### Clock network drawn from the DEF, run 1

The bar under the picture is 20 um long.
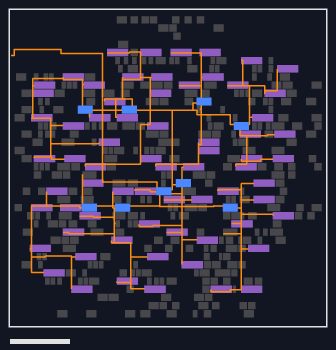
### Gate-type map, run 1

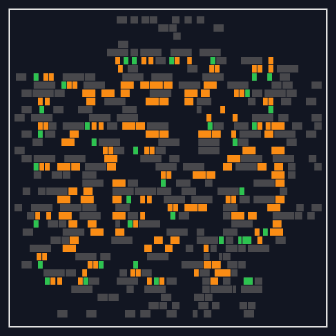
### Signal wires on met2, run 1

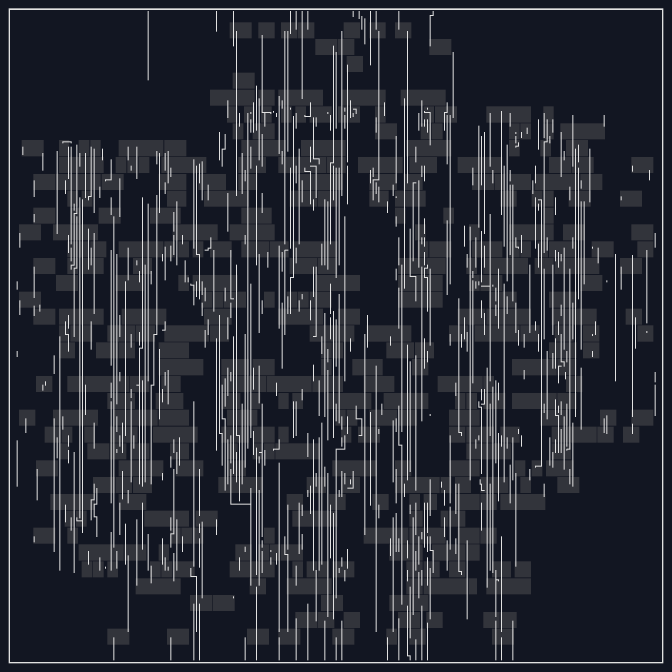
### Placed standard cells, run 1

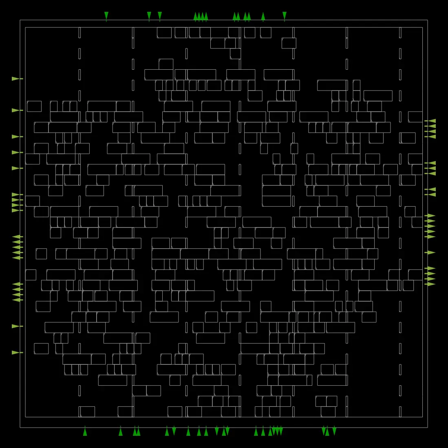
## src/rtl/pipe_stage_buffer.sv

```systemverilog
// pipe_stage_buffer
//   Elastic pipeline-stage register with a one-entry skid buffer. It receives
//   words from the upstream stage with a valid/ready handshake and presents
//   them to the downstream stage in strict FIFO order. It can absorb one
//   cycle of downstream back-pressure without losing or duplicating a word.
//
// Ports
//   CLK        rising-edge clock
//   RST        synchronous reset, active-high
//   flush      synchronous discard of all held words
//   dataIn     upstream word
//   inValid    dataIn carries a valid word
//   inReady    block can accept a word this cycle (registered)
//   dataOut    word presented downstream (registered)
//   outValid   dataOut holds a valid word (registered)
//   outReady   downstream takes dataOut this cycle
//   occupancy  number of held words, 0..2 (registered)
module pipe_stage_buffer #(
  parameter int WIDTH = 32
) (
  input  logic             CLK,
  input  logic             RST,
  input  logic             flush,
  input  logic [WIDTH-1:0] dataIn,
  input  logic             inValid,
  output logic             inReady,
  output logic [WIDTH-1:0] dataOut,
  output logic             outValid,
  input  logic             outReady,
  output logic [1:0]       occupancy
);

  // The encoding equals the number of held words, so the state register
  // doubles as the occupancy output.
  typedef enum logic [1:0] {
    EMPTY = 2'd0,
    ONE   = 2'd1,
    FULL  = 2'd2
  } state_t;

  state_t           state_reg, state_next;
  logic [WIDTH-1:0] main_reg, main_next;
  logic [WIDTH-1:0] skid_reg, skid_next;
  logic             in_ready_reg;
  logic             out_valid_reg;

  logic             accept;
  logic             take;

  // Handshakes use only registered flags, so there is no combinational
  // path from outReady to inReady.
  assign accept = inValid & in_ready_reg;
  assign take   = out_valid_reg & outReady;

  always_comb begin
    state_next = state_reg;
    main_next  = main_reg;
    skid_next  = skid_reg;
    if (flush) begin
      // Held words and any concurrent accept are dropped. main keeps its
      // value; dataOut is don't-care while outValid is low.
      state_next = EMPTY;
    end else begin
      unique case (state_reg)
        EMPTY: begin
          if (accept) begin
            main_next  = dataIn;
            state_next = ONE;
          end
        end
        ONE: begin
          if (accept && take) begin
            main_next = dataIn;
          end else if (accept) begin
            // Downstream stalled: park the new word behind the main one.
            skid_next  = dataIn;
            state_next = FULL;
          end else if (take) begin
            state_next = EMPTY;
          end
        end
        FULL: begin
          // inReady is low here, so accept cannot occur.
          if (take) begin
            main_next  = skid_reg;
            state_next = ONE;
          end
        end
        default: begin
          state_next = EMPTY;
        end
      endcase
    end
  end

  always_ff @(posedge CLK) begin
    if (RST) begin
      state_reg     <= EMPTY;
      main_reg      <= '0;
      skid_reg      <= '0;
      in_ready_reg  <= 1'b1;
      out_valid_reg <= 1'b0;
    end else begin
      state_reg     <= state_next;
      main_reg      <= main_next;
      skid_reg      <= skid_next;
      // Flags are registered from the next state so outputs come straight
      // from flops.
      in_ready_reg  <= (state_next != FULL);
      out_valid_reg <= (state_next != EMPTY);
    end
  end

  assign inReady   = in_ready_reg;
  assign outValid  = out_valid_reg;
  assign dataOut   = main_reg;
  assign occupancy = state_reg;

endmodule

```

## config.mk

```make
export PLATFORM = sky130hd
export DESIGN_NAME = pipe_stage_buffer
export DESIGN_NICKNAME = d
export VERILOG_FILES = /design/src/rtl/pipe_stage_buffer.sv
export SDC_FILE = /design/constraint.sdc
export NUM_CORES = 1
export LEC_CHECK = 0
export CORE_UTILIZATION = 30
export CTS_CLUSTER_DIAMETER = 30
export DETAILED_ROUTE_END_ITERATION = 8
export PLACE_DENSITY_LB_ADDON = 0.15
export SYNTH_ARGS = -nofsm -noshare
export SYNTH_HDL_FRONTEND = slang
export SYNTH_SLANG_ARGS = --single-unit
```

## constraint.sdc

```tcl
create_clock -name CLK -period 2.85 [get_ports CLK]
set_clock_uncertainty 0.15 [all_clocks]
set_input_delay 0.57 -clock CLK [delete_from_list [all_inputs] [get_ports CLK]]
set_output_delay 0.57 -clock CLK [all_outputs]
set_load 0.1 [all_outputs]
```

==> flow_summary.json, run 1 <==
{
  "drt_iter0_drc": 150,
  "pg_clk_mw": 0.728,
  "die_h_um": 105,
  "post_drt_wl_per_cell_um": 18.3,
  "antenna_cells": 0,
  "max_freq_ghz": 0.492,
  "dpl.hpwl_um": 5610,
  "ff2ff_setup_slack_ns": 0.89,
  "holdCritPathClass": "reg -> reg",
  "end_kind": "register",
  "grt_setup_unrepaired": "false",
  "crit_arrival_ns": 2.06,
  "nets": 412,
  "logic_area_um2": 1610,
  "grt_overflow": 0,
  "grt_first_pass_wirelength_um": 14900,
  "antenna_left": 0,
  "syn_inst": 322,
  "cts_buffers": 9,
  "yosysMostFrequentCell": "dfxtp_1",
  "root_buffer": "clkbuf_8",
  "clock_latency_ns": 0.33,
  "lay_top_count": "dfxtp_1",
  "yosys_area_um2": 3200,
  "gr-usage-all-layers_pct": 17.4,
  "run_status": "finished, final reports clean",
  "hold_buffers": 0,
  "top_cells_by_area": "dfxtp_1, a211oi_2, mux2i_1, a41oi_1, a21oi_1",
  "clkbuf_count": 12,
  "seqPwrFrac_pct": 43.3,
  "period_used_pct": 71.3,
  "grt_max_degree": 35,
  "min_from": "skid_reg[31]",
  "setup_viol": 0,
  "ys_warn_count": 0,
  "critPathKind": "in -> reg",
  "sh_seq_area_pct": 33.6,
  "power_sequential_mw": 1.02,
  "ys.flops": 68,
  "drv_cap": 0,
  "worstRegToRegCells": 4,
  "timing.hold.ws_ns": 0.326,
  "drc": 0,
  "clk_pin_slew_worst_paths_ns": 0.08,
  "rows": 37,
  "power-top-group": "sequential cells",
  "synth.net_count": 359,
  "lay_top_cells": "dfxtp_1, buf_4, clkdlybuf4s50_1",
  "setup_slack_ns": 0.818,
  "syn_area_per_cell_um2": 9.94
}
Notes on 'Clock network drawn from the DEF' above:
Key: blue = clock drivers [count 9]; orange = clock wires [length 972 um]; purple = flip-flops [count 68]
There are 10 routed clock nets.

Notes on 'Gate-type map' above:
Key: orange = aoi and oai cells [cells 134, most used a21oi_1]; green = nand cells [cells 36, most used nand3_1, where spread over the die]

Notes on 'Signal wires on met2' above:
The wires run mostly vertical. 348 nets have wire on it. The longest straight run is 54.1 um. The layer holds 47% of the routed length. The layer carries 4460 um of wire.
Routed WL: 9410 um
GR Layer Usage met2: 27.9%
via count: 2788

Notes on 'Placed standard cells' above:
Fillers: 1048
core area: 10300 um^2
flop count: 68

-- run 1: tightest hold or removal path, cell delays in order, from the launching register on --
cell     delay, ns
dfxtp_1       0.31
o21ai_0       0.06
a21oi_1       0.06
-- run 1: kinds of logic after synthesis --
logic type / synth area share, %
multiplexers: 10.0
AND-OR/OR-AND: 33.2
AND/OR/NAND/NOR: 7.00
flip-flops: 42.6
buffers and inverters: 7.27
-- run 1: layer usage --
| metal | part of all wire, % | global-route usage (%) | vias to the layer above |
|---|---|---|---|
| li1 | - | - | 1349 |
| met1 | 47 | 22.9 | 1355 |
| met3 | 4.9 | 4.89 | 4 |
| met4 | 0.79 | 4.53 | 0 |
| met2 | 47 | 27.9 | 80 |
| met5 | 0 | 0 | - |
==> run 2: changes to the inputs <==
==> constraint.sdc (replaced) <==
create_clock -name CLK -period 1.8 [get_ports CLK]
set_clock_uncertainty 0.15 [all_clocks]
set_input_delay 0.36 -clock CLK [delete_from_list [all_inputs] [get_ports CLK]]
set_output_delay 0.36 -clock CLK [all_outputs]
set_load 0.1 [all_outputs]
==> run 2 against run 1 <==
Compared with the run above: largest cell class unchanged; synthesized cell count stayed put; sequential share of layout area shrank 4.7 points; synthesized area stayed put; sequential power is 62% higher; routed wire length decreased by 0.16%; die size unchanged; clock power up 94%; cell count rose by 2.5%; critical path type unchanged; combinational power up about 90%.
==> flow_summary.json, run 2 <==
{
  "run_status": "finished, final reports clean",
  "met3_usage_pct": 4.58,
  "drt_iter0_drc": 111,
  "syn_area_per_cell_um2": 9.94,
  "pg_clk_mw": 1.41,
  "nets": 423,
  "setup_viol": 0,
  "gr-usage-all-layers_pct": 17.7,
  "setup_slack_ns": 0.189,
  "grt_overflow": 0,
  "yosysMostFrequentCell": "dfxtp_1",
  "die_h_um": 105,
  "lay_top_cells": "dfxtp_1, buf_12, clkdlybuf4s50_1",
  "met2_length_um": 4600,
  "grt_use_met2_pct": 28.7,
  "seqPwrFrac_pct": 39.1,
  "vias": 2813,
  "period_used_pct": 89.5,
  "antenna_cells": 0,
  "end_kind": "register",
  "grt.busiest_layer": "met2",
  "holdCritPathClass": "in -> reg",
  "yosys_area_um2": 3200,
  "cts_buffers": 9,
  "core_area_um2": 10300,
  "dr_wl_met3_um": 476,
  "grt_first_pass_wirelength_um": 15300,
  "synth.net_count": 359,
  "post_drt_wl_per_cell_um": 17.8,
  "power_sequential_mw": 1.65,
  "dpl.hpwl_um": 5970,
  "drc": 0
}
[run 2: logic make-up after synthesis]
logic type	synth area share (%)
multiplexers	10.0
buffers and inverters	7.27
AND-OR/OR-AND	33.2
flip-flops	42.6
AND/OR/NAND/NOR	7.00
[run 2: critical path, delay by kind of cell]
family,cells,cell delay [ns]
AND-OR/OR-AND,3,0.57
buffers and inverters,2,0.78
[run 2: final cells by class]
class | instances | area, um^2 | share of cell area, %
multi-input cells | 210 | 1620 | 34.1
flip-flops and latches | 68 | 1370 | 28.9
repair buffers | 95 | 1360 | 28.7
well taps | 136 | 170 | 3.58
clock buffers | 12 | 145 | 3.06
clock inverters | 4 | 72.6 | 1.53
inverters | 2 | 7.51 | 0.158
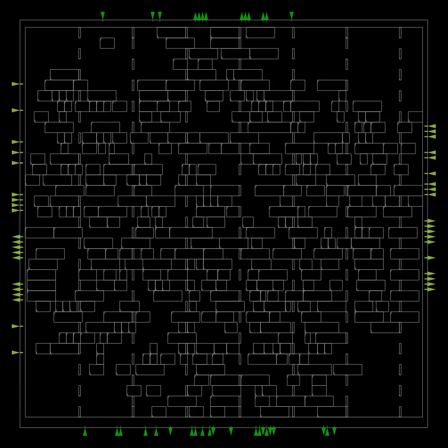
*Placed standard cells, run 2*
Tapcell Cnt: 136
final core occ: 46.0%
post-route insts no fill: 527
row cnt: 37
Seq area share: 28.9%

==> run 3: changes to the inputs <==
--- a/config.mk
+++ b/config.mk
@@ -5,7 +5,7 @@
 export SDC_FILE = /design/constraint.sdc
 export NUM_CORES = 1
 export LEC_CHECK = 0
-export CORE_UTILIZATION = 30
+export CORE_UTILIZATION = 45
 export CTS_CLUSTER_DIAMETER = 30
 export DETAILED_ROUTE_END_ITERATION = 8
 export PLACE_DENSITY_LB_ADDON = 0.15
==> run 3 against run 2 <==
Compared with the run above: routed wire length shrank 5.4%; sequential power barely moved; fmax is 1.4% lower; critical endpoint is now dataOut[15].
==> flow_summary.json, run 3 <==
{
  "run_status": "finished, final reports clean",
  "end_kind": "register",
  "core_area_um2": 6830,
  "path_buffers": 2,
  "clk_pin_slew_worst_paths_ns": 0.07,
  "crit_family": "buffers and inverters",
  "lay_top_count": "dfxtp_1",
  "grt_max_degree": 65,
  "synth.net_count": 359,
  "fin_util_pct": 67.9,
  "seq_area_um2": 1370,
  "die_h_um": 86.3,
  "cp.depth": 5,
  "yosys_area_um2": 3200,
  "vias": 2948,
  "lay_top_cells": "dfxtp_1, buf_12, clkdlybuf4s50_1",
  "drc": 0,
  "seqPwrFrac_pct": 40.3,
  "drt_iter0_drc": 228,
  "power_sequential_mw": 1.65,
  "drv_cap": 0,
  "ys.flops": 68,
  "post_drt_wl_per_cell_um": 18.4,
  "dpl.hpwl_um": 5710,
  "clock_latency_ns": 0.34,
  "ys_sh_simple_pct": 7.00,
  "top_cells_by_area": "dfxtp_1, a211oi_2, mux2i_1, a41oi_1, a21oi_1",
  "root_buffer": "clkbuf_8",
  "min_from": "RST",
  "timing.hold.ws_ns": 0.216,
  "muxShareOfSynthArea_pct": 10.0,
  "antenna_left": 0,
  "logic_area_um2": 1610,
  "fin_cells": 484,
  "holdCritPathClass": "in -> reg",
  "xor_area_share_pct": 0,
  "critPathKind": "in -> reg",
  "wirelength_um": 8890,
  "yosysMostFrequentCell": "dfxtp_1",
  "setup_slack_ns": 0.166,
  "grt_overflow": 0,
  "pg_clk_mw": 1.29,
  "logic_family": "AND-OR/OR-AND gates",
  "grt_first_pass_wirelength_um": 14400,
  "syn_inst": 322,
  "adder_share_pct": 0,
  "ys_warn_count": 0,
  "max_freq_ghz": 0.612
}
-- run 3: area by class of cell --
type	count	share of cell area, %
Clock buffer	13	3.43
Clock inverter	3	0.944
Inverter	2	0.162
Multi-Input combinational cell	210	34.7
Sequential cell	68	29.6
Tap cell	96	2.59
Timing Repair Buffer	92	28.6
-- run 3: kinds of logic after synthesis --
group,after synthesis
AND-OR/OR-AND,137
multiplexers,32
buffers and inverters,44
flip-flops,68
AND/OR/NAND/NOR,41
-- run 3: layer usage --
metal | vias up | share of wire (%) | global-route usage, %
met5 | - | 0 | 0
met4 | 0 | 1.9 | 12.0
met3 | 14 | 5.5 | 4.19
met2 | 111 | 50 | 42.4
met1 | 1452 | 43 | 30.9
li1 | 1371 | - | -
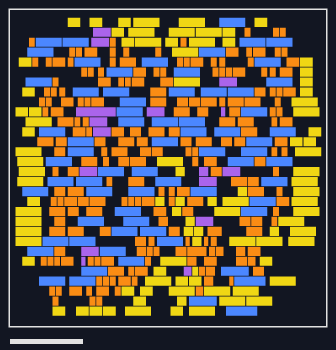
*Placement by cell class, run 3*
The bar under the picture is 20 um long.
Key: purple = clock drivers and dummy loads [cells 16]; orange = combinational and other logic [cells 212]; blue = sequential cells [cells 68]; yellow = remaining buffers and delay cells [cells 92]

Power and IR drop assume default switching activity.
